--- src/rtl/tapped_grid_ram_pkg.sv ---
// Shared types and helpers for tapped_grid_ram.
package tapped_grid_ram_pkg;

    typedef enum logic [0:0] {
        ST_IDLE,
        ST_CLEAR
    } state_t;

    // Index width for n entries, never narrower than one bit.
    function automatic int unsigned clog2_min1(input int unsigned n);
        return (n <= 1) ? 1 : $clog2(n);
    endfunction

    // Range check done at 32 bits so a narrow index compares cleanly against any bound.
    function automatic logic idx_ok(input int unsigned idx, input int unsigned lim);
        return idx < lim;
    endfunction

endpackage

--- src/rtl/tapped_grid_ram_clr_seq.sv ---
// Clear sweep sequencer: walks every cell once, column fastest, then drops to idle.
module tapped_grid_ram_clr_seq
    import tapped_grid_ram_pkg::*;
#(
    parameter int unsigned ROWS = 4,
    parameter int unsigned COLS = 32,
    localparam int unsigned RW = clog2_min1(ROWS),
    localparam int unsigned CW = clog2_min1(COLS)
) (
    input  logic          clk,
    input  logic          rst,
    input  logic          clr_req,
    output logic          busy,
    output logic          sweep_we,
    output logic [RW-1:0] sweep_row,
    output logic [CW-1:0] sweep_col,
    output logic          done
);

    localparam logic [RW-1:0] ROW_LAST = RW'(ROWS - 1);
    localparam logic [CW-1:0] COL_LAST = CW'(COLS - 1);

    state_t        state_q;
    logic [RW-1:0] row_q;
    logic [CW-1:0] col_q;
    logic          col_last;

    assign col_last  = (col_q == COL_LAST);
    assign done      = (state_q == ST_CLEAR) && col_last && (row_q == ROW_LAST);
    assign busy      = (state_q == ST_CLEAR);
    assign sweep_we  = busy;
    assign sweep_row = row_q;
    assign sweep_col = col_q;

    // Sweep FSM and cell counters; clr_req only honoured from idle.
    always_ff @(posedge clk or posedge rst) begin
        if (rst) begin
            state_q <= ST_CLEAR;
            row_q   <= '0;
            col_q   <= '0;
        end else begin
            case (state_q)
                ST_IDLE: begin
                    if (clr_req) begin
                        state_q <= ST_CLEAR;
                        row_q   <= '0;
                        col_q   <= '0;
                    end
                end
                ST_CLEAR: begin
                    if (done) begin
                        state_q <= ST_IDLE;
                        row_q   <= '0;
                        col_q   <= '0;
                    end else if (col_last) begin
                        col_q <= '0;
                        row_q <= row_q + 1'b1;
                    end else begin
                        col_q <= col_q + 1'b1;
                    end
                end
                default: state_q <= ST_IDLE;
            endcase
        end
    end

endmodule

--- src/rtl/tapped_grid_ram.sv ---
// 2-D simple-dual-port RAM with registered read, row-0 tap outputs and a clear sweep.
// Optional macro RD_BYPASS_EN: same-address read/write returns the new data and taps
// forward row-0 writes in the same edge; otherwise reads are read-first.
module tapped_grid_ram
    import tapped_grid_ram_pkg::*;
#(
    parameter int unsigned           DATA_WIDTH = 8,
    parameter int unsigned           ROWS       = 4,
    parameter int unsigned           COLS       = 32,
    parameter int unsigned           NUM_TAPS   = 2,
    parameter logic [DATA_WIDTH-1:0] CLEAR_VAL  = '0,
    parameter logic [7:0]            LOCK_MODE  = 8'h44,
    localparam int unsigned          RW         = clog2_min1(ROWS),
    localparam int unsigned          CW         = clog2_min1(COLS)
) (
    input  logic                           clk,
    input  logic                           rst,
    input  logic [7:0]                     mode,
    input  logic                           clr_req,
    input  logic                           we,
    input  logic [RW-1:0]                  w_row,
    input  logic [CW-1:0]                  w_col,
    input  logic [DATA_WIDTH-1:0]          din,
    input  logic                           re,
    input  logic [RW-1:0]                  r_row,
    input  logic [CW-1:0]                  r_col,
    output logic [DATA_WIDTH-1:0]          dout,
    output logic                           rd_valid,
    output logic [NUM_TAPS*DATA_WIDTH-1:0] taps,
    output logic                           wr_err,
    output logic                           busy
);

    logic [DATA_WIDTH-1:0] mem [ROWS][COLS];

    logic                  sweep_we;
    logic [RW-1:0]         sweep_row;
    logic [CW-1:0]         sweep_col;
    logic                  sweep_done;

    logic                  wr_ok;
    logic                  rd_ok;
    logic                  rd_in_range;
    logic                  mem_we;
    logic [RW-1:0]         mem_row;
    logic [CW-1:0]         mem_col;
    logic [DATA_WIDTH-1:0] mem_wdata;

    logic [DATA_WIDTH-1:0]          dout_d, dout_q;
    logic                           rd_valid_q;
    logic [NUM_TAPS*DATA_WIDTH-1:0] taps_d, taps_q;
    logic                           wr_err_q;

    tapped_grid_ram_clr_seq #(
        .ROWS (ROWS),
        .COLS (COLS)
    ) u_clr_seq (
        .clk       (clk),
        .rst       (rst),
        .clr_req   (clr_req),
        .busy      (busy),
        .sweep_we  (sweep_we),
        .sweep_row (sweep_row),
        .sweep_col (sweep_col),
        .done      (sweep_done)
    );

    assign wr_ok = we && !busy && (mode != LOCK_MODE)
                   && idx_ok(w_row, ROWS) && idx_ok(w_col, COLS);
    assign rd_ok       = re && !busy;
    assign rd_in_range = idx_ok(r_row, ROWS) && idx_ok(r_col, COLS);

    // Single memory write port: sweep wins over user traffic.
    always_comb begin
        mem_we    = 1'b0;
        mem_row   = w_row;
        mem_col   = w_col;
        mem_wdata = din;
        if (sweep_we) begin
            mem_we    = 1'b1;
            mem_row   = sweep_row;
            mem_col   = sweep_col;
            mem_wdata = CLEAR_VAL;
        end else if (wr_ok) begin
            mem_we = 1'b1;
        end
    end

    // Storage array; contents are initialised only by the sweep.
    always_ff @(posedge clk) begin
        if (mem_we) begin
            mem[mem_row][mem_col] <= mem_wdata;
        end
    end

    // Read data next-state: hold unless a read is accepted.
    always_comb begin
        dout_d = dout_q;
        if (rd_ok) begin
            if (!rd_in_range) begin
                dout_d = '0;
`ifdef RD_BYPASS_EN
            end else if (wr_ok && (w_row == r_row) && (w_col == r_col)) begin
                dout_d = din;
`endif
            end else begin
                dout_d = mem[r_row][r_col];
            end
        end
    end

    // Tap next-state: row-0 cells, optionally forwarding a same-edge write.
    always_comb begin
        taps_d = '0;
        for (int k = 0; k < NUM_TAPS; k++) begin
            taps_d[k*DATA_WIDTH +: DATA_WIDTH] = mem[0][k];
`ifdef RD_BYPASS_EN
            if (mem_we && (mem_row == '0) && (mem_col == CW'(k))) begin
                taps_d[k*DATA_WIDTH +: DATA_WIDTH] = mem_wdata;
            end
`endif
        end
    end

    // Output registers.
    always_ff @(posedge clk or posedge rst) begin
        if (rst) begin
            dout_q     <= '0;
            rd_valid_q <= 1'b0;
            taps_q     <= '0;
            wr_err_q   <= 1'b0;
        end else begin
            dout_q     <= dout_d;
            rd_valid_q <= rd_ok;
            taps_q     <= taps_d;
            wr_err_q   <= we && !wr_ok;
        end
    end

    assign dout     = dout_q;
    assign rd_valid = rd_valid_q;
    assign taps     = taps_q;
    assign wr_err   = wr_err_q;

endmodule

--- config.mk ---
export PLATFORM = sky130hd
export DESIGN_NAME = tapped_grid_ram
export DESIGN_NICKNAME = d
export VERILOG_FILES = /design/src/rtl/tapped_grid_ram_pkg.sv /design/src/rtl/tapped_grid_ram_clr_seq.sv /design/src/rtl/tapped_grid_ram.sv
export SDC_FILE = /design/constraint.sdc
export NUM_CORES = 1
export LEC_CHECK = 0
export CAP_MARGIN = 10
export CORE_UTILIZATION = 50
export CTS_BUF_LIST = sky130_fd_sc_hd__clkbuf_8 sky130_fd_sc_hd__clkbuf_16
export CTS_CLUSTER_SIZE = 10
export DETAILED_ROUTE_END_ITERATION = 12
export MAX_ROUTING_LAYER = met4
export PLACE_DENSITY = 0.66
export RECOVER_POWER = 100
export SYNTH_ARGS = -nofsm -noshare
export SYNTH_HDL_FRONTEND = slang
export SYNTH_SLANG_ARGS = --single-unit
export TNS_END_PERCENT = 10
--- constraint.sdc ---
create_clock -name clk -period 12.3 [get_ports clk]
set_clock_uncertainty 0.05 [all_clocks]
set_input_delay 3.075 -clock clk [delete_from_list [all_inputs] [get_ports clk]]
set_output_delay 3.075 -clock clk [all_outputs]
set_load 0.01 [all_outputs]
Figure 1. Power grid (run 1).
Scale bar: 100 um. Pins as bars on the die edge. Tap cells in gray.
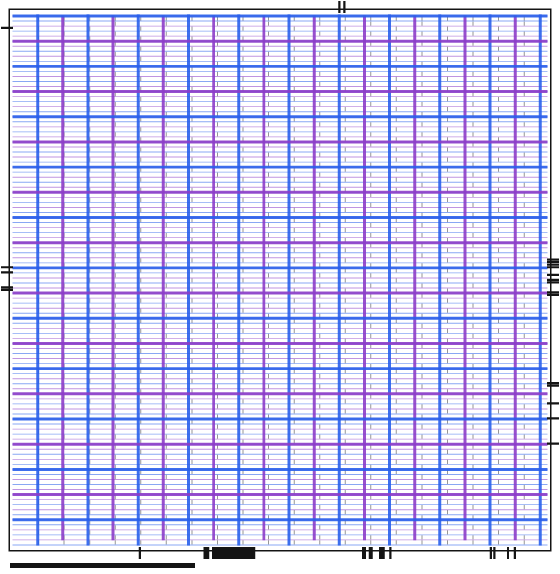
blue -> VSS
purple -> VDD
signal pins = 62
met1 rails = 106
met5 straps = 21
tap cells = 1070
rows = 105
Die W: 291.6 um
Max rail drop VDD: 0.0001269 V
Core Area: 82500 um2
die height: 291.6 um

Figure 2. Placement by cell class (run 1).
Scale bar: 100 um.
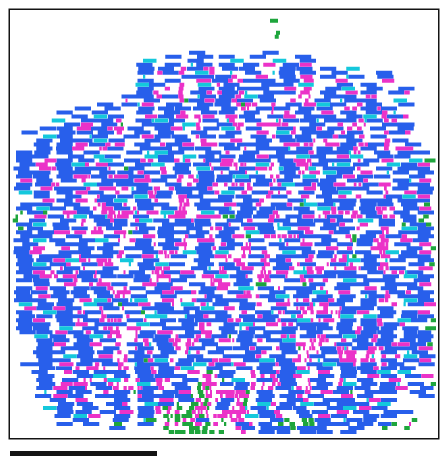
magenta -> combinational and other logic  # cells 988, share of their area 21%
green -> other buffers and delay cells  # cells 104, share of their area 2.0%
cyan -> clock drivers and dummy loads  # cells 199, share of their area 7.3%
blue -> flops  # cells 1058, share of their area 70%
post-route cell area: 46600 um2
Seq area share: 67.82%
row cnt: 105

Figure 3. Clock wires, drivers and flops (run 1).
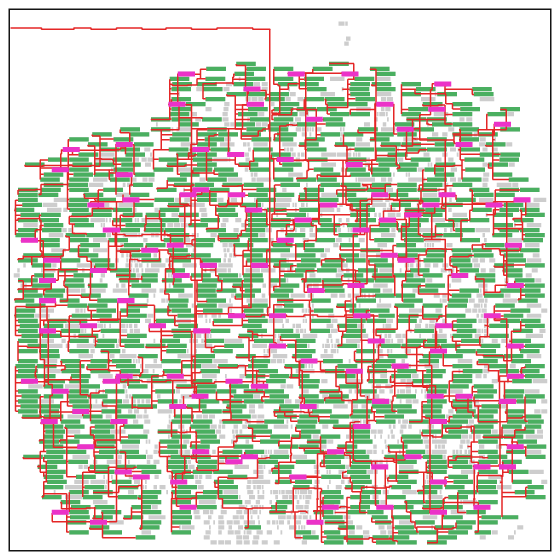
red -> clock wires  # length 11700 um
magenta -> clock drivers  # count 116
green -> flip-flops  # count 1058
flops lie = widely spread
routed clock nets = 117
clock power share: 37.6%
clk_lat worst skew: 0.69 ns
Clk. pwr: 0.00303 W

==> flow_metrics.py, run 1 <==
# Generated from Yosys and OpenROAD reports
metrics = {
    "finish": {
        "buf_share_pct": 1.944,
        "clkbuf_count": 119,
        "ff_latch_area_um2": 31600,
        "dominant_cells": "registers",
    },
    "timing": {
        "drv_slew": 1059,
        "min_period_over_period_pct": 74.95,
        "max_slew.worst_pin.slew_ns": 4.784,
        "slew_headroom_pct": -218.9,
    },
    "run_status": {
        "status": "finished with violations",
        "violations": "capacitance limit, slew limit",
    },
    "flow_run": {
        "drv_cap": 18,
    },
    "pwr": {
        "intPower_w": 0.006056,
        "p_sw_share_pct": 24.78,
        "power_frac_seq_pct": 51.7,
    },
    "critical_path": {
        "crit_arrival_ns": 8.97,
        "crit_end": "mem[1][176]$_DFFE_PP_",
        "path_max_fanout": 96,
    },
    "synthesis": {
        "ys_seq_elements": 1058,
        "avgSynthCellArea_um2": 19.27,
        "synthCells": 2176,
        "yosys_cells": 2176,
    },
    "clock_tree": {
        "postCtsSetupBuffers": 0,
    },
    "detailed_routing": {
        "routedWlPerCell_um": 29.89,
    },
}
==> inputs of run 2 (changes only) <==
clock period = 9 ns   (was 12.3 ns; I/O delays follow)
Figure 4. Power grid (run 2).
Scale bar: 100 um. Pins as bars on the die edge. Tap cells in gray.
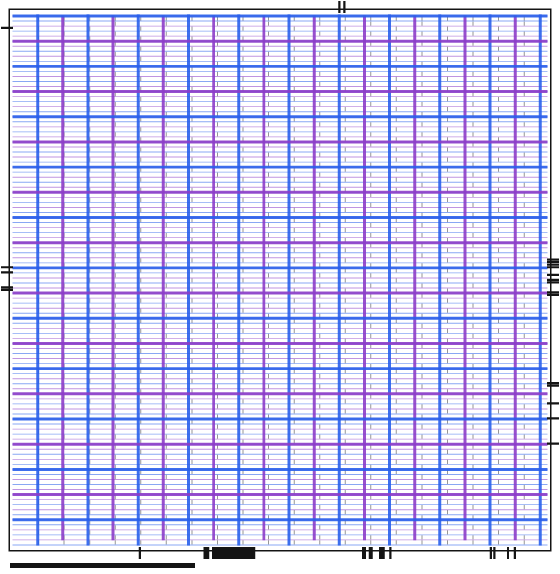
Max rail drop VDD: 0.0001758 V

==> run 2 against run 1 <==
The run still ends with capacitance limit, slew limit left. Combinational power rose by 36%. Clock power grew 38%. Largest cell class unchanged. Sequential power up 37%. Wire length is 0.30% higher. Via count rose by 0.46%. Power is 37% higher. Global-route usage about the same. First-iteration DRC count increased by 13%. Cell area increased by 0.17%. Non-clock buffer count is 3 higher. Largest power group unchanged.
==> flow_metrics.py, run 2 <==
# Generated from Yosys and OpenROAD reports
metrics = {
    "timing": {
        "drv_slew": 683,
        "min_period_over_period_pct": 74.76,
        "slew_headroom_pct": -124.4,
    },
    "critical_path": {
        "path_max_fanout": 92,
        "crit_arrival_ns": 6.82,
        "crit_end": "mem[0][68]$_DFFE_PP_",
    },
    "finish": {
        "clkbuf_count": 120,
        "ff_latch_area_um2": 31600,
        "final_cell_area_um2": 46670,
        "seq_share_pct": 67.71,
        "dominant_cells": "registers",
        "buf_share_pct": 2.035,
    },
    "detailed_routing": {
        "routedWlPerCell_um": 30.05,
    },
    "die": {
        "die_y_um": 291.6,
        "rows": 105,
    },
    "run_status": {
        "violations": "capacitance limit, slew limit",
        "status": "finished with violations",
    },
    "pwr": {
        "p_sw_share_pct": 24.91,
        "intPower_w": 0.008294,
    },
    "synthesis": {
        "avgSynthCellArea_um2": 19.27,
    },
    "flow_run": {
        "drv_cap": 12,
    },
}
No activity file was given, so power comes from the tool's default toggle rates.
